### src/rtl/rr_mux2_stage.sv
// Two-channel round-robin merge into a single output register with registered mux select.
// Define RR_MUX2_FIXED_PRIO_EN for fixed priority (A always wins contention, no fairness state).
module rr_mux2_stage #(
  parameter int WIDTH = 8
) (
  input  logic             clk,
  input  logic             rst_n,
  input  logic             a_valid,
  input  logic [WIDTH-1:0] a_data,
  output logic             a_ready,
  input  logic             b_valid,
  input  logic [WIDTH-1:0] b_data,
  output logic             b_ready,
  output logic             out_valid,
  output logic [WIDTH-1:0] out_data,
  output logic             out_sel,
  input  logic             out_ready
);

  logic             out_valid_q, out_valid_d;
  logic [WIDTH-1:0] out_data_q, out_data_d;
  logic             out_sel_q, out_sel_d;
  logic             load;
  logic             grant_a, grant_b;

`ifdef RR_MUX2_FIXED_PRIO_EN
  always_comb begin
    grant_a = a_valid;
    grant_b = b_valid & ~a_valid;
  end
`else
  logic last_q, last_d;

  // last_q = 1 means B was granted most recently, so A wins the next contention.
  always_comb begin
    grant_a = a_valid & (~b_valid | last_q);
    grant_b = b_valid & (~a_valid | ~last_q);
  end

  always_comb begin
    last_d = last_q;
    if (load && (grant_a || grant_b)) last_d = grant_b;
  end

  always_ff @(posedge clk or negedge rst_n) begin
    if (!rst_n) last_q <= 1'b1;
    else        last_q <= last_d;
  end
`endif

  always_comb begin
    load    = ~out_valid_q | out_ready;
    a_ready = load & grant_a;
    b_ready = load & grant_b;
  end

  always_comb begin
    out_valid_d = out_valid_q;
    out_data_d  = out_data_q;
    out_sel_d   = out_sel_q;
    if (load) begin
      if (grant_a) begin
        out_valid_d = 1'b1;
        out_data_d  = a_data;
        out_sel_d   = 1'b0;
      end else if (grant_b) begin
        out_valid_d = 1'b1;
        out_data_d  = b_data;
        out_sel_d   = 1'b1;
      end else begin
        out_valid_d = 1'b0;
      end
    end
  end

  always_ff @(posedge clk or negedge rst_n) begin
    if (!rst_n) begin
      out_valid_q <= 1'b0;
      out_data_q  <= '0;
      out_sel_q   <= 1'b0;
    end else begin
      out_valid_q <= out_valid_d;
      out_data_q  <= out_data_d;
      out_sel_q   <= out_sel_d;
    end
  end

  assign out_valid = out_valid_q;
  assign out_data  = out_data_q;
  assign out_sel   = out_sel_q;

endmodule
### config.mk
export PLATFORM = sky130hd
export DESIGN_NAME = rr_mux2_stage
export DESIGN_NICKNAME = d
export VERILOG_FILES = /design/src/rtl/rr_mux2_stage.sv
export SDC_FILE = /design/constraint.sdc
export NUM_CORES = 1
export LEC_CHECK = 0
export ABC_AREA = 1
export CAP_MARGIN = 10
export CORE_UTILIZATION = 33
export CTS_BUF_LIST = sky130_fd_sc_hd__clkbuf_4 sky130_fd_sc_hd__clkbuf_8 sky130_fd_sc_hd__clkbuf_16
export CTS_CLUSTER_DIAMETER = 80
export DETAILED_ROUTE_END_ITERATION = 10
export PLACE_DENSITY = 0.8
export SETUP_SLACK_MARGIN = 0.15
export SLEW_MARGIN = 20
export SYNTH_ARGS = -nofsm -noshare
export SYNTH_HDL_FRONTEND = slang
export SYNTH_SLANG_ARGS = --single-unit
### constraint.sdc
create_clock -name clk -period 1.12 [get_ports clk]
set_input_delay 0.224 -clock clk [delete_from_list [all_inputs] [get_ports clk]]
set_output_delay 0.224 -clock clk [all_outputs]
set_load 0.01 [all_outputs]
==> flow_summary_export.csv, run 1 <==
group,metric,value,unit
final_layout,drive_gt1_share,52.9,%
synthesis,ff_type,"dfrtp_1",
detailed_routing,drc,0,
setup_path,reg2regPathDepth,9,
pwr,p_int,1.10,mW
floorplanning,die_area,0.00200,sq mm
sta,finalSetupViolCount,12,
status,outcome,"finished with violations",
cts,ctsResizeCount,71,
setup_path,cp_slowest_stage_delay,0.54,ns
detailed_routing,wire_per_inst,13.0,microns
final_layout,fin_nets,160,
detailed_routing,met2_length,1120,microns
placement,portBuffers,32,
grt,use_met2,38.2,%
final_layout,layout_top_cells,"nand2_1, clkdlybuf4s50_1, buf_4, nand2_2, dfrtp_1",
sta,worst_slack,-0.348,ns
status,failed_checks,"setup timing",
final_layout,mi_logic_area,374,sq um
cts,cts-root-buf,"clkbuf_4",
Run 1, routed metal, one colour a layer:
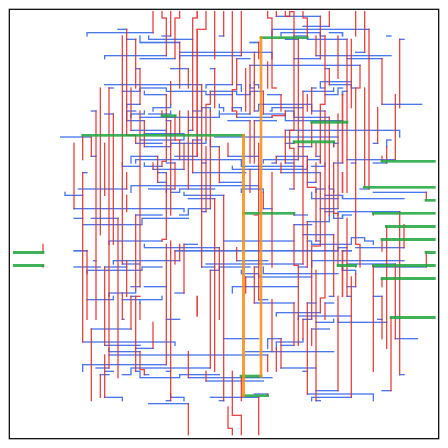
orange -> metal 4  # wire length 62.6 microns
blue -> metal 1  # wire length 841 microns
green -> metal 3  # wire length 96.0 microns
red -> metal 2  # wire length 1,120 microns

Run 1, met3 routing:
Bar = 10 microns.
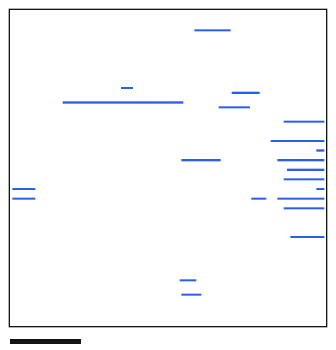
share of all routed wire = 4.5%
longest straight run = 16.8 microns
wire length on this layer = 96.0 microns
nets with wire on the layer = 18

Run 1, clock distribution:
Bar = 10 microns.
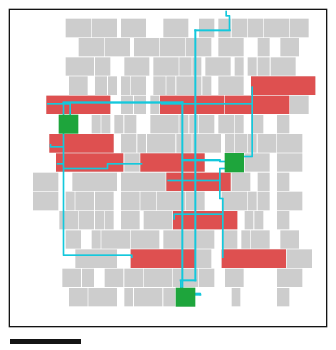
cyan -> clock wires  # length 209 microns
green -> clock drivers  # count 3
red -> flip-flops  # count 11
routed clock nets = 4

Run 1, cell outlines without signal wires:
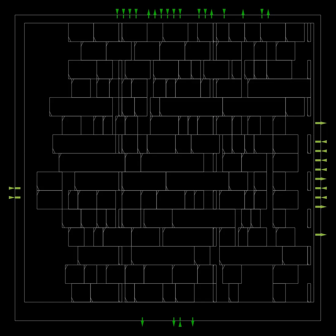

## Run 2: what changed since run 1
--- a/config.mk
+++ b/config.mk
@@ -7,11 +7,12 @@
 export LEC_CHECK = 0
 export ABC_AREA = 1
 export CAP_MARGIN = 10
-export CORE_UTILIZATION = 33
+export CORE_UTILIZATION = 35
 export CTS_BUF_LIST = sky130_fd_sc_hd__clkbuf_4 sky130_fd_sc_hd__clkbuf_8 sky130_fd_sc_hd__clkbuf_16
 export CTS_CLUSTER_DIAMETER = 80
+export CTS_CLUSTER_SIZE = 25
 export DETAILED_ROUTE_END_ITERATION = 10
-export PLACE_DENSITY = 0.8
+export PLACE_DENSITY = 0.81
 export SETUP_SLACK_MARGIN = 0.15
 export SLEW_MARGIN = 20
 export SYNTH_ARGS = -nofsm -noshare
==> constraint.sdc (replaced) <==
create_clock -name clk -period 1.4 [get_ports clk]
set_input_delay 0.28 -clock clk [delete_from_list [all_inputs] [get_ports clk]]
set_output_delay 0.28 -clock clk [all_outputs]
set_load 0.01 [all_outputs]
Run 2, cell outlines without signal wires:
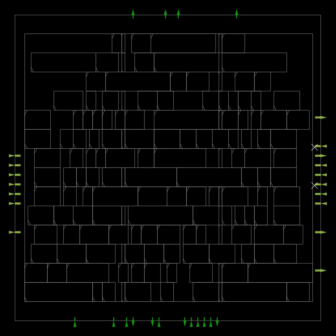
tap cells: 16
fin cells: 152
num sequential: 11
core area: 0.00156 sq mm

==> run 2 against run 1 <==
Against the previous run:
- core utilization increased by 6.3 points
- combinational power decreased by 21%
- critical endpoint is now out_data[3]$_DFFE_PN0P_
- clock skew increased by 0.0090 ns
- total power decreased by 21%
- the flow finishes with violations (DRC, setup timing)
- worst hold slack improved by 0.13 ns
- area after synthesis unchanged
- die size decreased by 5.5%
- sequential share of layout area increased by 0.39 points
- clock-buffer cell count unchanged
==> flow_summary_export.csv, run 2 <==
group,metric,value,unit
status,outcome,"finished with violations",
sta,finalSetupViolCount,11,
detailed_routing,met1_length,832,microns
setup_path,cp_slowest_stage_delay,0.56,ns
sta,tightest_slew,0.525,ns
pwr,swShare,34.0,%
cts,cts-root-buf,"clkbuf_4",
cts,htree_levels,1,
final_layout,fin_nets,158,
detailed_routing,wire_per_inst,13.6,microns
floorplanning,rows,14,
final_layout,mostFrequentLayoutCell,"nand2_1",
final_layout,area_dominant_class,"non-clock buffers",
pwr,switchingPower,0.453,mW
setup_path,crit_slowest_cell,"dfstp_2",
status,failed_checks,"DRC, setup timing",
grt,grt_max_degree,12,
final_layout,stdcell_area,0.00121,sq mm
cts,worstSkewPairLatency,0.27,ns
final_layout,diodes,0,
placement,dpl.hpwl,1270,microns
detailed_routing,drc,4,
final_layout,inv_count,7,
final_layout,mi_logic_area,352,sq um
detailed_routing,met2_length,1100,microns
final_layout,logic_gate_count,60,
placement,portBuffers,32,
cts,cts_buffers,3,
floorplanning,die_area,0.00189,sq mm
synthesis,ff_type,"dfrtp_1",
final_layout,largest_reg_flops,8,
sta,hold_violations,0,
setup_path,crit_top_cell,"buf_6",
setup_path,reg2regPathDepth,9,
sta,worst_slack,-0.0717,ns
pwr,p_leak,0.651,nW
pwr,p_int,0.877,mW
final_layout,fin_util,77.8,%
final_layout,drive_gt1_share,42.6,%
final_layout,layout_top_cells,"nand2_1, clkdlybuf4s50_1, buf_4, nand2_2, nand3_1",
setup_path,crit_type,"flip-flop to flip-flop",
grt,use_met2,36.4,%
final_layout,fillers,115,
cts,ctsResizeCount,31,
cts,tritoncts,"built",
Run 2, signal metal coverage by tile:
9 x 9 tiles, from dark purple (low) to yellow (high), scaled to the fullest tile. Values are wire area over tile area, all layers added.
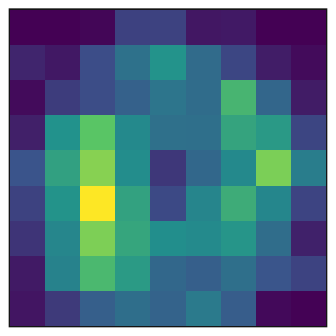
fullest tile = 0.53
tiles over half the peak = 22%
densest ninth of the die = west
emptiest ninth of the die = north-west
mean over tiles = 0.17

Run 2, met3 routing:
Bar = 10 microns.
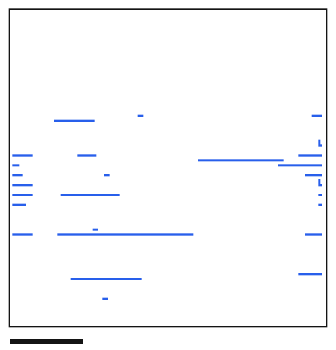

## Run 3: what changed since run 2
--- a/config.mk
+++ b/config.mk
@@ -7,12 +7,14 @@
 export LEC_CHECK = 0
 export ABC_AREA = 1
 export CAP_MARGIN = 10
-export CORE_UTILIZATION = 35
+export CELL_PAD_IN_SITES_DETAIL_PLACEMENT = 1
+export CELL_PAD_IN_SITES_GLOBAL_PLACEMENT = 1
+export CORE_UTILIZATION = 25
 export CTS_BUF_LIST = sky130_fd_sc_hd__clkbuf_4 sky130_fd_sc_hd__clkbuf_8 sky130_fd_sc_hd__clkbuf_16
 export CTS_CLUSTER_DIAMETER = 80
 export CTS_CLUSTER_SIZE = 25
 export DETAILED_ROUTE_END_ITERATION = 10
-export PLACE_DENSITY = 0.81
+export PLACE_DENSITY = 0.84
 export SETUP_SLACK_MARGIN = 0.15
 export SLEW_MARGIN = 20
 export SYNTH_ARGS = -nofsm -noshare
Run 3, met3 routing:
Bar = 20 microns.
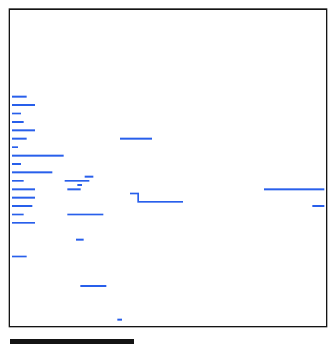
nets with wire on the layer = 26
share of all routed wire = 4.0%
wire length on this layer = 91.7 microns
main direction = horizontal

Run 3, signal metal coverage by tile:
10 x 10 tiles, from dark purple (low) to yellow (high), scaled to the fullest tile. Values are wire area over tile area, all layers added.
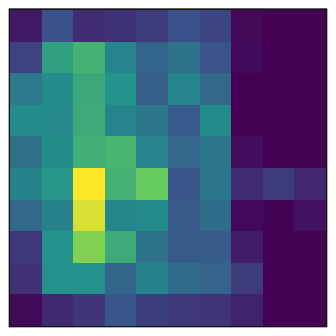
tiles over half the peak = 17%
densest ninth of the die = west
fullest tile = 0.48

==> run 3 against run 2 <==
Against the previous run:
- critical endpoint unchanged
- design area decreased by 2.6%
- global-route usage decreased by 5.8 points
- synthesized cell count unchanged
- largest cell class unchanged
- the run ends with setup timing left
- worst hold slack got worse by 0.012 ns
==> flow_summary_export.csv, run 3 <==
group,metric,value,unit
setup_path,reg2regPathDepth,9,
status,outcome,"finished with violations",
floorplanning,rows,17,
sta,finalSetupViolCount,11,
final_layout,mi_logic_area,347,sq um
pwr,p_leak,0.610,nW
final_layout,fillers,272,
status,failed_checks,"setup timing",
final_layout,fin_util,52.9,%
final_layout,layout_top_cells,"nand2_1, clkdlybuf4s50_1, nand3_1, buf_4",
setup_path,crit_slowest_cell,"dfstp_2",
final_layout,fin_nets,153,
cts,worstSkewPairLatency,0.26,ns
floorplanning,core_area,0.00223,sq mm
sta,tightest_slew,0.486,ns
detailed_routing,wire_per_inst,14.4,microns
sta,hold_violations,0,
detailed_routing,met2_length,1240,microns
cts,ctsResizeCount,28,
cts,cts_buffers,3,
sta,worst_slack,-0.0712,ns
final_layout,area_dominant_class,"non-clock buffers",
pwr,switchingPower,0.450,mW
final_layout,drive_gt1_share,35.1,%
grt,grt_max_degree,12,
floorplanning,tapCellCount,28,
final_layout,logic_gate_count,61,
final_layout,diodes,0,
final_layout,inv_count,7,
cts,cts-root-buf,"clkbuf_4",
floorplanning,die_area,0.00261,sq mm
final_layout,stdcell_area,0.00118,sq mm
Power and IR drop assume default switching activity.
